## src/rtl/lcd_pkg.sv

```systemverilog
// Shared types, field positions and init table for the LCD command controller.
package lcd_pkg;

  typedef enum logic [2:0] {
    ST_PWRUP,
    ST_INIT,
    ST_IDLE,
    ST_SETUP,
    ST_PULSE,
    ST_HOLD,
    ST_EXEC
  } lcd_state_e;

  // Bit positions of the fields inside the 32-bit LCD command word.
  localparam int unsigned ON_BIT   = 31;
  localparam int unsigned RS_BIT   = 9;
  localparam int unsigned DATA_MSB = 7;

  // Power-up command sequence: 8-bit/2 lines, display on, clear, entry increment.
  localparam logic [2:0] INIT_LEN = 3'd4;
  localparam logic [7:0] LCD_INIT [0:3] = '{8'h38, 8'h0C, 8'h01, 8'h06};

  // Clear (0x01) and home (0x02/0x03) need the long execution wait.
  function automatic logic is_long_cmd(input logic rs, input logic [7:0] data);
    return (rs == 1'b0) && (data[7:2] == 6'd0) && (data[1:0] != 2'd0);
  endfunction

endpackage

```

## src/rtl/lcd_delay_cnt.sv

```systemverilog
// Loadable down-counter that stops at zero; zero_o flags expiry of a delay.
// No reset of its own: the controller holds load_i during reset with the power-up delay.
module lcd_delay_cnt #(
  parameter int unsigned WIDTH = 8
) (
  input  logic             clk_i,
  input  logic             load_i,
  input  logic [WIDTH-1:0] load_val_i,
  output logic             zero_o
);

  logic [WIDTH-1:0] cnt_q;
  logic [WIDTH-1:0] cnt_d;

  // Load has priority; otherwise count down and park at zero.
  always_comb begin
    cnt_d = cnt_q;
    if (load_i) begin
      cnt_d = load_val_i;
    end else if (cnt_q != '0) begin
      cnt_d = cnt_q - WIDTH'(1);
    end
  end

  // Counter register.
  always_ff @(posedge clk_i) begin
    cnt_q <= cnt_d;
  end

  assign zero_o = (cnt_q == '0);

endmodule

```

## src/rtl/lcd_ctrl.sv

```systemverilog
// HD44780-style LCD controller: power-up wait, fixed init sequence, then
// replays one accepted command word per handshake with setup/pulse/hold/exec timing.
// All T_* parameters must be at least 1.
module lcd_ctrl
  import lcd_pkg::*;
#(
  parameter int unsigned T_POWERUP   = 750000,
  parameter int unsigned T_SETUP     = 2,
  parameter int unsigned T_PULSE     = 12,
  parameter int unsigned T_HOLD      = 2,
  parameter int unsigned T_EXEC      = 1850,
  parameter int unsigned T_EXEC_LONG = 76000
) (
  input  logic        clk_i,
  input  logic        rst_ni,
  input  logic        cmd_valid_i,
  input  logic [31:0] cmd_i,
  output logic        cmd_ready_o,
  output logic        init_done_o,
  output logic        lcd_on_o,
  output logic        lcd_en_o,
  output logic        lcd_rs_o,
  output logic        lcd_rw_o,
  output logic [7:0]  lcd_data_o
);

  localparam int unsigned T_MAX_A = (T_POWERUP > T_EXEC_LONG) ? T_POWERUP : T_EXEC_LONG;
  localparam int unsigned T_MAX_B = (T_EXEC > T_PULSE) ? T_EXEC : T_PULSE;
  localparam int unsigned T_MAX_C = (T_SETUP > T_HOLD) ? T_SETUP : T_HOLD;
  localparam int unsigned T_MAX_D = (T_MAX_A > T_MAX_B) ? T_MAX_A : T_MAX_B;
  localparam int unsigned T_MAX   = (T_MAX_D > T_MAX_C) ? T_MAX_D : T_MAX_C;
  localparam int unsigned CNT_W   = $clog2(T_MAX) + 1;

  lcd_state_e       state_q, state_d;
  logic [2:0]       idx_q, idx_d;
  logic             done_q, done_d;
  logic             ready_q, ready_d;
  logic             on_q, on_d;
  logic             en_q, en_d;
  logic             rs_q, rs_d;
  logic [7:0]       data_q, data_d;

  logic             cnt_load;
  logic [CNT_W-1:0] cnt_val;
  logic             cnt_zero;

  // Only ON, RS and DATA carry meaning; the remaining command bits are ignored.
  logic unused_cmd_bits;
  assign unused_cmd_bits = ^{cmd_i[30:10], cmd_i[8]};

  lcd_delay_cnt #(
    .WIDTH (CNT_W)
  ) u_delay (
    .clk_i      (clk_i),
    .load_i     (cnt_load),
    .load_val_i (cnt_val),
    .zero_o     (cnt_zero)
  );

  // Next-state and next-output logic; every state change reloads the delay counter.
  always_comb begin
    state_d  = state_q;
    idx_d    = idx_q;
    done_d   = done_q;
    ready_d  = ready_q;
    on_d     = on_q;
    en_d     = en_q;
    rs_d     = rs_q;
    data_d   = data_q;
    cnt_load = 1'b0;
    cnt_val  = '0;
    case (state_q)
      ST_PWRUP: begin
        if (cnt_zero) begin
          on_d    = 1'b1;
          state_d = ST_INIT;
        end
      end
      ST_INIT: begin
        rs_d     = 1'b0;
        data_d   = LCD_INIT[idx_q[1:0]];
        idx_d    = idx_q + 3'd1;
        state_d  = ST_SETUP;
        cnt_load = 1'b1;
        cnt_val  = CNT_W'(T_SETUP - 1);
      end
      ST_IDLE: begin
        if (cmd_valid_i) begin
          rs_d     = cmd_i[RS_BIT];
          data_d   = cmd_i[DATA_MSB:0];
          on_d     = cmd_i[ON_BIT];
          ready_d  = 1'b0;
          state_d  = ST_SETUP;
          cnt_load = 1'b1;
          cnt_val  = CNT_W'(T_SETUP - 1);
        end
      end
      ST_SETUP: begin
        if (cnt_zero) begin
          en_d     = 1'b1;
          state_d  = ST_PULSE;
          cnt_load = 1'b1;
          cnt_val  = CNT_W'(T_PULSE - 1);
        end
      end
      ST_PULSE: begin
        if (cnt_zero) begin
          en_d     = 1'b0;
          state_d  = ST_HOLD;
          cnt_load = 1'b1;
          cnt_val  = CNT_W'(T_HOLD - 1);
        end
      end
      ST_HOLD: begin
        if (cnt_zero) begin
          state_d  = ST_EXEC;
          cnt_load = 1'b1;
          cnt_val  = is_long_cmd(rs_q, data_q) ? CNT_W'(T_EXEC_LONG - 1)
                                               : CNT_W'(T_EXEC - 1);
        end
      end
      ST_EXEC: begin
        if (cnt_zero) begin
          if (idx_q < INIT_LEN) begin
            state_d = ST_INIT;
          end else begin
            done_d  = 1'b1;
            ready_d = 1'b1;
            state_d = ST_IDLE;
          end
        end
      end
      default: begin
        state_d = ST_PWRUP;
      end
    endcase
    if (!rst_ni) begin
      cnt_load = 1'b1;
      cnt_val  = CNT_W'(T_POWERUP - 1);
    end
  end

  // State and registered outputs; reset restarts the whole power-up sequence.
  always_ff @(posedge clk_i) begin
    if (!rst_ni) begin
      state_q <= ST_PWRUP;
      idx_q   <= '0;
      done_q  <= 1'b0;
      ready_q <= 1'b0;
      on_q    <= 1'b0;
      en_q    <= 1'b0;
      rs_q    <= 1'b0;
      data_q  <= '0;
    end else begin
      state_q <= state_d;
      idx_q   <= idx_d;
      done_q  <= done_d;
      ready_q <= ready_d;
      on_q    <= on_d;
      en_q    <= en_d;
      rs_q    <= rs_d;
      data_q  <= data_d;
    end
  end

  assign cmd_ready_o = ready_q;
  assign init_done_o = done_q;
  assign lcd_on_o    = on_q;
  assign lcd_en_o    = en_q;
  assign lcd_rs_o    = rs_q;
  assign lcd_rw_o    = 1'b0;
  assign lcd_data_o  = data_q;

endmodule

```

## config.mk

```make
export PLATFORM = sky130hd
export DESIGN_NAME = lcd_ctrl
export DESIGN_NICKNAME = d
export VERILOG_FILES = /design/src/rtl/lcd_pkg.sv /design/src/rtl/lcd_delay_cnt.sv /design/src/rtl/lcd_ctrl.sv
export SDC_FILE = /design/constraint.sdc
export NUM_CORES = 1
export LEC_CHECK = 0
export CORE_MARGIN = 5
export CORE_UTILIZATION = 35
export CTS_CLUSTER_DIAMETER = 200
export DETAILED_ROUTE_END_ITERATION = 8
export PLACE_DENSITY_LB_ADDON = 0.3
export SYNTH_ARGS = -nofsm -noshare
export SYNTH_HDL_FRONTEND = slang
export SYNTH_SLANG_ARGS = --single-unit
```

## constraint.sdc

```tcl
create_clock -name clk_i -period 3.1 [get_ports clk_i]
set_input_delay 0.465 -clock clk_i [delete_from_list [all_inputs] [get_ports clk_i]]
set_output_delay 0.465 -clock clk_i [all_outputs]
set_load 0.01 [all_outputs]
```

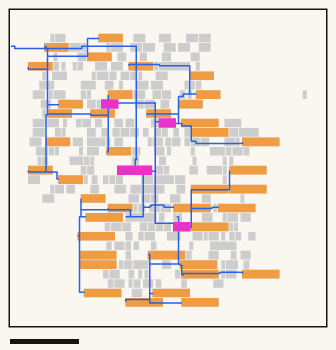
Run 1: clock wires, drivers and flops
Scale bar: 20 um.
Key: flip-flops = orange [count 40]; clock wires = blue [length 530 um]; cells driving clock nets = magenta [count 5]
There are 6 routed clock nets.
worst clock skew on the final layout: 9.56 ps
fraction of power consumed by the clock network: 21.1%
Clock net power: 0.440 mW

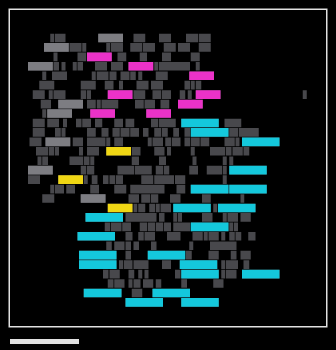
Run 1: where the registers sit
Scale bar: 20 um. Other sequential cells in the stronger grey, the rest of the logic in the fainter grey.
Key: lcd_data_o = magenta [placed flops 8, where top centre]; u_delay.cnt_q = cyan [placed flops 21]; state_q = yellow [placed flops 3]
Power Sequential: 0.870 mW
Util after Layout: 44.1%
flop share of the area: 36.1%

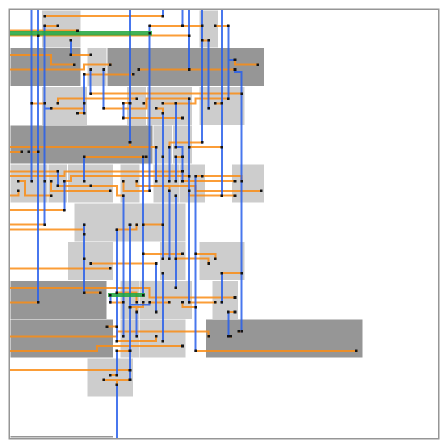
Run 1: close-up of the layout
Window x 53 to 83, y 8 to 38 um. Cells in grey, sequential cells in the stronger grey; small squares are vias.
Key: met3 = green; met1 = orange; met2 = blue
Sequential cells in the window: 5. 31 logic cells have their middle in the window. Netlist names of flops here include u_delay.cnt_q (5). Most frequent: nor2_1 (7), edfxtp_1 (5), xor2_1 (4).

[run 1: flip-flops by register name (all words and copies together), names as in the netlist]
register       cells
cmd_ready_o        1
idx_q              3
init_done_o        1
lcd_data_o         8
lcd_en_o           1
lcd_on_o           1
lcd_rs_o           1
state_q            3
u_delay.cnt_q     21
[run 1: worst register-to-register path, stage by stage (launching register included)]
cell,delay [ps]
sky130_fd_sc_hd__edfxtp_1,450
sky130_fd_sc_hd__nor3_1,500
sky130_fd_sc_hd__nand2_4,150
sky130_fd_sc_hd__o41ai_4,490
sky130_fd_sc_hd__nor2_1,130
sky130_fd_sc_hd__nand2_1,140
sky130_fd_sc_hd__buf_4,280
==> summary.rpt, run 1 <==
==== FLOW RESULTS ====
----------------------------------------------------
[Min path]
  Depth of the worst hold-timing path ........................ 2
  Worst hold start ........................ init_done_o
  Hold EP ........................ init_done_o

[Finish]
  Non-filler cells, final ........................ 351
  Relative area of non-clock buffer cells in the final design ........................ 11.6%
  Number of ordinary and repair buffers in the finished layout ........................ 35
  Most frequent cells in the layout ........................ 32 x sky130_fd_sc_hd__nor2_1, 25 x sky130_fd_sc_hd__clkdlybuf4s50_1, 21 x sky130_fd_sc_hd__edfxtp_1
  Layout Cell Area excl Fill ........................ 2800 um^2
  Flop count ........................ 40
  Comb_multi_in ........................ 183

[Timing]
  Worst slew margin relative to its limit ........................ 59.8%
  Final-layout worst hold slack ........................ 452 ps

[Critical path]
  Slowest stage delay, CP ........................ 500 ps
  Critical-path cell with the highest stage delay ........................ sky130_fd_sc_hd__nor3_1
  CP required ........................ 3070 ps
  Category of the worst setup path launch point ........................ flop
  Instance count on the critical path ........................ 6
  Crit-path leading delay family ........................ simple AND/OR/NAND/NOR gates
  End of the worst register-to-register path ........................ u_delay.cnt_q[18]
  CP cell instances ........................ nor3_1 > nand2_4 > o41ai_4 > nor2_1 > nand2_1 > buf_4
  Largest fanout on the critical path ........................ 19

[CTS]
  Clock Sink Count ........................ 40
  Worst-Skew Late Latency ........................ 290 ps

[Floorplan]
  Chip Area ........................ 8280 um^2

[Status]
  Run status ........................ finished clean

[Drt]
  Count of antenna-violating nets left after detailed routing ........................ 0
  Violation count after the first detailed-routing iteration ........................ 120

[Place]
  Routability-driven placement congestion ratio ........................ 0.839

[Global route]
  Met2 routing resource usage after global routing ........................ 20.3%
  GR Layer Usage met3 ........................ 2.64%
  Top Usage Layer GRT ........................ met2
  Sum of overflow across all layers after global routing ........................ 0

[Logic synthesis]
  Sequential element share of the synthesized area ........................ 44.0%
  Synth Instances ........................ 239
  Mapped Nets ........................ 279
  Cell type contributing the most total cell area after synthesis ........................ sky130_fd_sc_hd__edfxtp_1

[Power and ir drop]
  Fraction of power consumed by sequential logic ........................ 41.8%
  Fraction of power consumed by combinational cells ........................ 37.0%
  Pwr dens ........................ 743 nW/um^2

----------------------------------------------------
==> inputs of run 2 (changes only) <==
==> constraint.sdc (replaced) <==
create_clock -name clk_i -period 2.5 [get_ports clk_i]
set_input_delay 0.375 -clock clk_i [delete_from_list [all_inputs] [get_ports clk_i]]
set_output_delay 0.375 -clock clk_i [all_outputs]
set_load 0.01 [all_outputs]
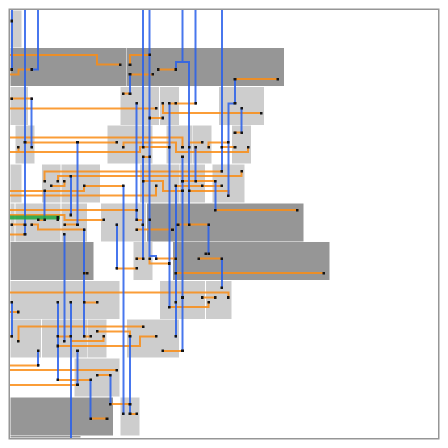
Run 2: close-up of the layout
Window x 53 to 83, y 8 to 38 um. Cells in grey, sequential cells in the stronger grey; small squares are vias.
Key: met2 = blue; met3 = green; met1 = orange
32 logic cells have their middle in the window. Netlist names of flops here include u_delay.cnt_q (6). Sequential cells in the window: 6. Most frequent: nor2_1 (6), edfxtp_1 (6), xor2_1 (4).

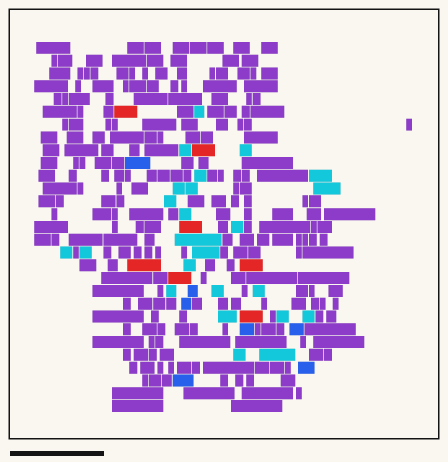
Run 2: drive-strength map
Scale bar: 20 um.
Key: drive 1 or less = purple [cells 243]; drive 2 = blue [cells 7]; drive 6 and up = red [cells 7]; drive 3 to 4 = cyan [cells 24]
least setup slack across all paths after layout: 263 ps
number of ordinary and repair buffers in the finished layout: 42
P&R area growth vs syn: 23.5%

==> run 2 against run 1 <==
Critical path depth unchanged. Sequential share of layout area down 0.48 points. Final cell count up 2.0%. Register-to-register slack worse by 350 ps. Worst hold slack better by 4.9 ps. Design area up 1.3%. Setup slack worse by 350 ps. Largest power group unchanged. Power up 21%. Clock power up 4%. Largest cell class unchanged. Non-clock buffer count up 7.
==> summary.rpt, run 2 <==
==== FLOW RESULTS ====
----------------------------------------------------
[Status]
  Run status ........................ finished clean

[Floorplan]
  Chip Area ........................ 8280 um^2

[CTS]
  Clock Sink Count ........................ 40
  Worst-Skew Late Latency ........................ 290 ps

[Timing]
  Final-layout worst hold slack ........................ 456 ps

[Global route]
  Sum of overflow across all layers after global routing ........................ 0
  Top Usage Layer GRT ........................ met2
  Met2 routing resource usage after global routing ........................ 19.6%

[Power and ir drop]
  Fraction of power consumed by sequential logic ........................ 42.4%
  Power Sequential ........................ 1.07 mW
  Fraction of power consumed by combinational cells ........................ 39.4%

[Finish]
  Layout Cell Area excl Fill ........................ 2840 um^2
  Register bank with the most flops ........................ u_delay.cnt_q
  Number of flip-flops under the largest register name ........................ 21

[Logic synthesis]
  Synth Instances ........................ 239
  Sequential element share of the synthesized area ........................ 44.0%
  Cell type contributing the most total cell area after synthesis ........................ sky130_fd_sc_hd__edfxtp_1

[Critical path]
  Category of the worst setup path launch point ........................ flop
  Largest fanout on the critical path ........................ 12
  CP required ........................ 2540 ps

[Place]
  Routability-driven placement congestion ratio ........................ 0.848

----------------------------------------------------
run 2: cell counts after synthesis:
No cell type changed its count.
run 2: path summary, 6_finish.rpt:
kind,start,end,slack (ps),cells after the start
max,u_delay.cnt_q[18],u_delay.cnt_q[9],260,6
min,init_done_o,init_done_o,460,2
max reg2reg,u_delay.cnt_q[18],u_delay.cnt_q[9],260,6
min reg2reg,init_done_o,init_done_o,460,2
run 2: final cells by class:
class	count	area [um^2]
clock buffers	6	82.6
clock inverters	2	12.5
fillers	609	3510
inverters	8	30.0
multi-input cells	183	1210
flip-flops and latches	40	1010
well taps	77	96.3
repair buffers	42	390
run 2: worst reg2reg max path: cells and delay by family, from the launching register on:
| kind | cells | cell delay (ps) |
|---|---|---|
| flops | 1 | 430 |
| simple gates | 3 | 750 |
| compound gates | 2 | 550 |
| buf+inv | 1 | 260 |
No activity file was given, so power comes from the tool's default toggle rates.
